Fig. 1: run 1, supply network
The bar under the picture is 20 µm long. Pins as bars on the die edge.
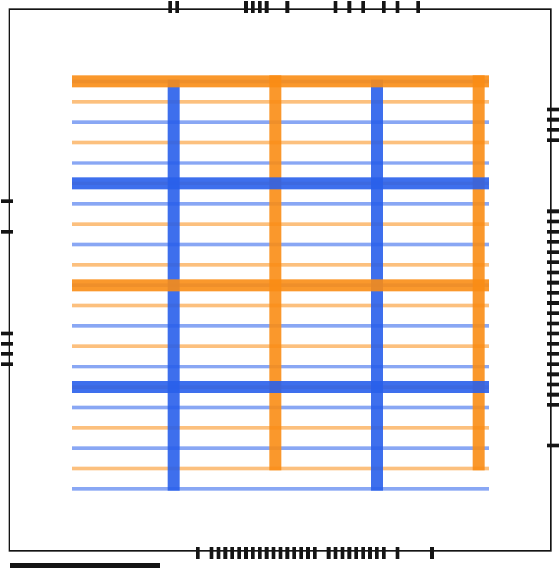
Fig. 2: run 1, placed cells, one colour a class
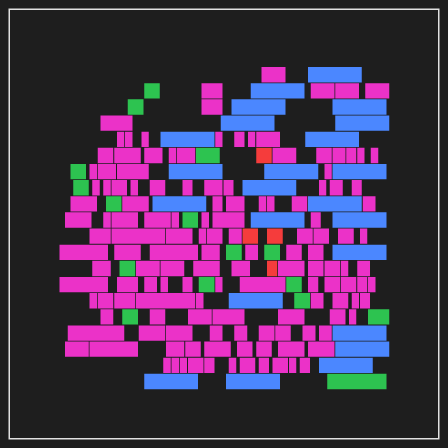
Fig. 3: run 1, routed clock nets over the placement
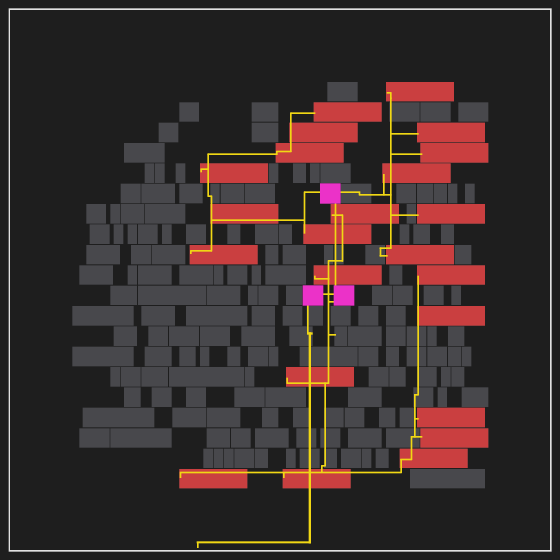
<file path="config.mk">
export PLATFORM = sky130hd
export DESIGN_NAME = alu_arbiter_flat
export DESIGN_NICKNAME = d
export VERILOG_FILES = /design/src/rtl/alu_arbiter_pkg.sv /design/src/rtl/alu_arbiter_if.sv /design/src/rtl/alu_arbiter_rr_arbiter.sv /design/src/rtl/alu_arbiter.sv /design/src/flat_wrapper.sv
export SDC_FILE = /design/constraint.sdc
export NUM_CORES = 1
export LEC_CHECK = 0
export CAP_MARGIN = 20
export CORE_MARGIN = 8
export CORE_UTILIZATION = 57
export DETAILED_ROUTE_END_ITERATION = 6
export DONT_BUFFER_PORTS = 1
export PLACE_DENSITY = 0.75
export SYNTH_ARGS = -nofsm -noshare
export SYNTH_HDL_FRONTEND = slang
export SYNTH_SLANG_ARGS = --single-unit
export TNS_END_PERCENT = 5
</file>
<file path="constraint.sdc">
create_clock -name clk -period 3.12 [get_ports clk]
set_input_delay 0.624 -clock clk [delete_from_list [all_inputs] [get_ports clk]]
set_output_delay 0.624 -clock clk [all_outputs]
set_load 0.01 [all_outputs]
</file>
<file path="src/rtl/alu_arbiter_pkg.sv">
// Shared types for the ALU arbiter: ALU opcodes, arbiter FSM states and datapath width.
package alu_arbiter_pkg;

  localparam int ALU_W = 4;

  typedef enum logic [1:0] {
    OP_NOT = 2'b00,
    OP_OR  = 2'b01,
    OP_AND = 2'b10,
    OP_XOR = 2'b11
  } alu_op_t;

  typedef enum logic [1:0] {
    IDLE  = 2'd0,
    ISSUE = 2'd1,
    RESP  = 2'd2
  } arb_state_t;

endpackage

</file>
<file path="src/rtl/alu_arbiter_if.sv">
// Request, ALU and response channels between the clients, the arbiter and the shared ALU.
interface alu_arbiter_if #(
  parameter int N_REQ = 4
);
  import alu_arbiter_pkg::*;

  localparam int ID_W = $clog2(N_REQ);

  logic [N_REQ-1:0]            req_valid;
  logic [N_REQ-1:0][ALU_W-1:0] req_a;
  logic [N_REQ-1:0][ALU_W-1:0] req_b;
  logic [N_REQ-1:0][1:0]       req_s;
  logic [N_REQ-1:0]            req_ready;

  logic [ALU_W-1:0]            alu_a;
  logic [ALU_W-1:0]            alu_b;
  alu_op_t                     alu_s;
  logic [ALU_W-1:0]            alu_y;

  logic                        rsp_valid;
  logic [ID_W-1:0]             rsp_id;
  logic [ALU_W-1:0]            rsp_y;
  logic                        rsp_ready;

  // Environment side: clients, response consumer and the ALU itself.
  modport master (
    output req_valid, req_a, req_b, req_s, alu_y, rsp_ready,
    input  req_ready, alu_a, alu_b, alu_s, rsp_valid, rsp_id, rsp_y
  );

  modport slave (
    input  req_valid, req_a, req_b, req_s, alu_y, rsp_ready,
    output req_ready, alu_a, alu_b, alu_s, rsp_valid, rsp_id, rsp_y
  );

endinterface

</file>
<file path="src/rtl/alu_arbiter_rr_arbiter.sv">
// Round-robin picker: first asserted request at or above ptr, wrapping past N_REQ-1.
module rr_arbiter #(
  parameter  int N_REQ = 4,
  localparam int ID_W  = $clog2(N_REQ)
) (
  input  logic [N_REQ-1:0] req,
  input  logic [ID_W-1:0]  ptr,
  input  logic             en,
  output logic [N_REQ-1:0] grant,
  output logic [ID_W-1:0]  idx,
  output logic             any
);

  function automatic logic [ID_W-1:0] wrap_idx(input logic [ID_W-1:0] base, input int offset);
    int sum;
    sum = int'(base) + offset;
    if (sum >= N_REQ) sum -= N_REQ;
    return ID_W'(sum);
  endfunction

  always_comb begin
    // NOTE: every output gets a default before the search so no path can infer a latch.
    grant = '0;
    idx   = '0;
    any   = 1'b0;
    if (en) begin
      for (int i = 0; i < N_REQ; i++) begin
        if (!any && req[wrap_idx(ptr, i)]) begin
          any                     = 1'b1;
          idx                     = wrap_idx(ptr, i);
          grant[wrap_idx(ptr, i)] = 1'b1;
        end
      end
    end
  end

endmodule

</file>
<file path="src/rtl/alu_arbiter.sv">
// Shares one combinational ALU among N_REQ clients: grant, issue for one cycle, then hold
// the registered result on the response channel until it is taken.
module alu_arbiter
  import alu_arbiter_pkg::*;
#(
  parameter  int N_REQ = 4,
  localparam int ID_W  = $clog2(N_REQ)
) (
  input logic          clk,
  input logic          rst_n,
  alu_arbiter_if.slave bus
);

  arb_state_t       state;
  logic [ID_W-1:0]  rr_ptr;
  logic [ID_W-1:0]  op_id;
  logic [N_REQ-1:0] gnt;
  logic [ID_W-1:0]  gnt_idx;
  logic             gnt_any;

  function automatic logic [ID_W-1:0] next_ptr(input logic [ID_W-1:0] cur);
    return (int'(cur) == N_REQ - 1) ? '0 : cur + 1'b1;
  endfunction

  // Grants are only offered in IDLE, which keeps a single operation in flight.
  rr_arbiter #(.N_REQ(N_REQ)) u_rr (
    .req   (bus.req_valid),
    .ptr   (rr_ptr),
    .en    (state == IDLE),
    .grant (gnt),
    .idx   (gnt_idx),
    .any   (gnt_any)
  );

  assign bus.req_ready = gnt;

  // The ALU operand registers double as the captured op, so they hold between issues.
  always_ff @(posedge clk or negedge rst_n) begin
    // NOTE: non-blocking assignments so every register samples the pre-edge values.
    if (!rst_n) begin
      state         <= IDLE;
      rr_ptr        <= '0;
      op_id         <= '0;
      bus.alu_a     <= '0;
      bus.alu_b     <= '0;
      bus.alu_s     <= OP_NOT;
      bus.rsp_valid <= 1'b0;
      bus.rsp_id    <= '0;
      bus.rsp_y     <= '0;
    end else begin
      case (state)
        IDLE: begin
          if (gnt_any) begin
            bus.alu_a <= bus.req_a[gnt_idx];
            bus.alu_b <= bus.req_b[gnt_idx];
            bus.alu_s <= alu_op_t'(bus.req_s[gnt_idx]);
            op_id     <= gnt_idx;
            rr_ptr    <= next_ptr(gnt_idx);
            state     <= ISSUE;
          end
        end
        ISSUE: begin
          bus.rsp_y     <= bus.alu_y;
          bus.rsp_id    <= op_id;
          bus.rsp_valid <= 1'b1;
          state         <= RESP;
        end
        RESP: begin
          if (bus.rsp_ready) begin
            bus.rsp_valid <= 1'b0;
            state         <= IDLE;
          end
        end
        default: state <= IDLE;
      endcase
    end
  end

endmodule
</file>
<file path="src/flat_wrapper.sv">
// flat-port wrapper written by rule: the top's interface ports become plain ports
module alu_arbiter_flat import alu_arbiter_pkg::*;
#(
  parameter  int N_REQ = 4,
  localparam int ID_W  = $clog2(N_REQ)
)
  (clk, rst_n, bus_req_valid, bus_req_a, bus_req_b, bus_req_s, bus_alu_y, bus_rsp_ready, bus_req_ready, bus_alu_a, bus_alu_b, bus_alu_s, bus_rsp_valid, bus_rsp_id, bus_rsp_y);
  alu_arbiter_if #(.N_REQ(N_REQ)) bus_i ();
  input logic clk;
  input logic rst_n;
  input wire logic [$bits(bus_i.req_valid)-1:0] bus_req_valid;
  input wire logic [$bits(bus_i.req_a)-1:0] bus_req_a;
  input wire logic [$bits(bus_i.req_b)-1:0] bus_req_b;
  input wire logic [$bits(bus_i.req_s)-1:0] bus_req_s;
  input wire logic [$bits(bus_i.alu_y)-1:0] bus_alu_y;
  input wire logic [$bits(bus_i.rsp_ready)-1:0] bus_rsp_ready;
  output wire logic [$bits(bus_i.req_ready)-1:0] bus_req_ready;
  output wire logic [$bits(bus_i.alu_a)-1:0] bus_alu_a;
  output wire logic [$bits(bus_i.alu_b)-1:0] bus_alu_b;
  output wire logic [$bits(bus_i.alu_s)-1:0] bus_alu_s;
  output wire logic [$bits(bus_i.rsp_valid)-1:0] bus_rsp_valid;
  output wire logic [$bits(bus_i.rsp_id)-1:0] bus_rsp_id;
  output wire logic [$bits(bus_i.rsp_y)-1:0] bus_rsp_y;
  assign bus_i.req_valid = bus_req_valid;
  assign bus_i.req_a = bus_req_a;
  assign bus_i.req_b = bus_req_b;
  assign bus_i.req_s = bus_req_s;
  assign bus_i.alu_y = bus_alu_y;
  assign bus_i.rsp_ready = bus_rsp_ready;
  assign bus_req_ready = bus_i.req_ready;
  assign bus_alu_a = bus_i.alu_a;
  assign bus_alu_b = bus_i.alu_b;
  assign bus_alu_s = bus_i.alu_s;
  assign bus_rsp_valid = bus_i.rsp_valid;
  assign bus_rsp_id = bus_i.rsp_id;
  assign bus_rsp_y = bus_i.rsp_y;
  alu_arbiter #(.N_REQ(N_REQ)) u_core (.clk(clk), .rst_n(rst_n), .bus(bus_i));
endmodule
</file>
==> Slide: Implementation Results, run 1 <==
Implementation Results

Run status
  – Outcome: complete, no violations

Routing
  – ANT nets after route: 0
  – Detailed-route via count: 1472
  – Drt initial violations: 113
  – Met2 routed WL: 2500 µm

Cells and area
  – Signal inverters: 6
  – Comb_multi_in: 134
  – Most frequent logic cell in the layout: dfrtp_1
  – Design area: 1980 µm²
  – Non-CTS buffers: 16
  – # nets final: 243
  – Sequential cell area share: 29.1%
  – Clock-cell share of area: 1.39%
  – Clock buffer count: 3

Setup path
  – Reg-to-reg startpoint: u_core.rr_ptr[0]
  – CP Buf/Inv Count: 2
  – Crit end category: primary output
  – Flop2flop setup slack: 210 ps

Global routing
  – GRT Overall Usage: 16.7%

STA
  – Worst slew pin tran: 567 ps
  – Hold Slack: 460 ps
  – Final slew viol count: 0
  – RSZ-0062 raised after global routing: yes
  – Max_slew headroom: 62.0%

Worst hold path
  – Hold Path Cell Cnt: 1
  – Hold worst-path end: u_core.bus.rsp_y[1]

Place
  – Final Wtd Congestion: 0.893
  – Inst Count DP: 220

Synth
  – Xor/xnor share: 0.488%
  – Post-synth cell types: 47
  – Main flop type: dfrtp_1
  – Avg Cell Area, Syn: 10.2 µm²

Power
  – Power density over cell area: 1290 nW/µm²
  – Top power group: combinational logic
  – Sequential power: 0.620 mW

Floorplan
  – Fp_density: 59.3%
  – N_taps: 44
  – Chip area: 5200 µm²

Clocking
  – Clock transition at path regs: 130 ps
## Picture notes: Fig. 1
| colour | net |
|---|---|
| blue | VSS |
| orange | VDD |
rows: 20
met4 straps: 4
signal pins: 72
met5 straps: 4

## Picture notes: Fig. 2
| colour | class | cells | share of their area |
|---|---|---|---|
| green | other buffers and delay cells | 16 | 7.6% |
| magenta | all other logic | 140 | 61% |
| blue | flops | 23 | 30% |
| red | clock drivers and dummy loads | 4 | 1.4% |

## Picture notes: Fig. 3
[red] flip-flops | count: 23
[yellow] clock wires | length: 281 µm
[magenta] cells driving clock nets | count: 3
routed clock nets: 4

Fig. 4: run 1, wiring by layer
The bar under the picture is 20 µm long.
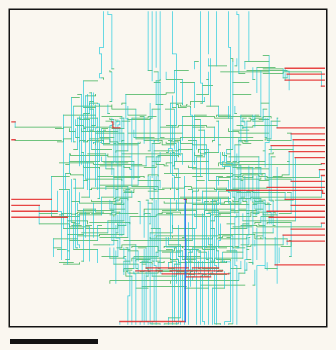

==> run 1 -> run 2 <==
- CELL_PAD_IN_SITES_DETAIL_PLACEMENT: not set -> 1
- CELL_PAD_IN_SITES_GLOBAL_PLACEMENT: not set -> 1
- CORE_UTILIZATION: 57 -> 42
- PLACE_DENSITY: 0.75 -> not set
- PLACE_DENSITY_LB_ADDON: not set -> 0.1
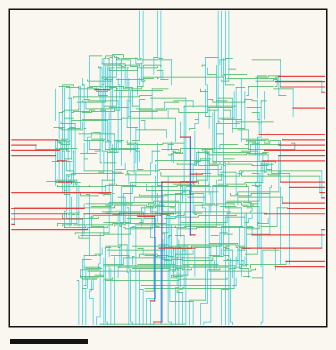
Fig. 5. Wiring by layer (run 2).
The bar under the picture is 20 µm long.
| colour | layer | wire length |
|---|---|---|
| red | met3 | 449 µm |
| cyan | met2 | 2560 µm |
| green | met1 | 2280 µm |
| blue | met4 | 83.0 µm |

==> run 2 against run 1 <==
Net effect: largest power group unchanged; cell area grew 0.25%; synthesized cell count is the same; wire length grew 14%; clock-buffer cell count grew 1.
==> Slide: Implementation Results, run 2 <==
Implementation Results

Setup path
  – CP Buf/Inv Count: 2
  – Flop2flop setup slack: 140 ps
  – Reg-to-reg startpoint: u_core.rr_ptr[0]

Cells and area
  – Clock buffer count: 4
  – Clock-cell share of area: 2.27%
  – Design area: 1980 µm²
  – Sequential cell area share: 29.0%
  – Non-CTS buffers: 16
  – Signal inverters: 6
  – # nets final: 243
  – Most frequent logic cell in the layout: dfrtp_1

Place
  – Final Wtd Congestion: 0.749
  – Inst Count DP: 226

Floorplan
  – Fp_density: 44.2%
  – Chip area: 6620 µm²
  – N_taps: 50

STA
  – Worst slew pin tran: 629 ps
  – RSZ-0062 raised after global routing: yes
  – Max_slew headroom: 58.1%
  – Final slew viol count: 0
  – Hold Slack: 35.9 ps

Synth
  – Avg Cell Area, Syn: 10.2 µm²
  – Post-synth cell types: 47

Power
  – Sequential power: 0.635 mW
  – Power density over cell area: 1340 nW/µm²
  – Top power group: combinational logic

Global routing
  – GRT Overall Usage: 16.2%

Routing
  – Drt initial violations: 111
  – Detailed-route via count: 1459
  – ANT nets after route: 0
  – Met2 routed WL: 2560 µm

Run status
  – Outcome: complete, no violations

Clocking
  – Clock transition at path regs: 90 ps
Power figures rest on the tool's default switching activity, not on a simulated workload.
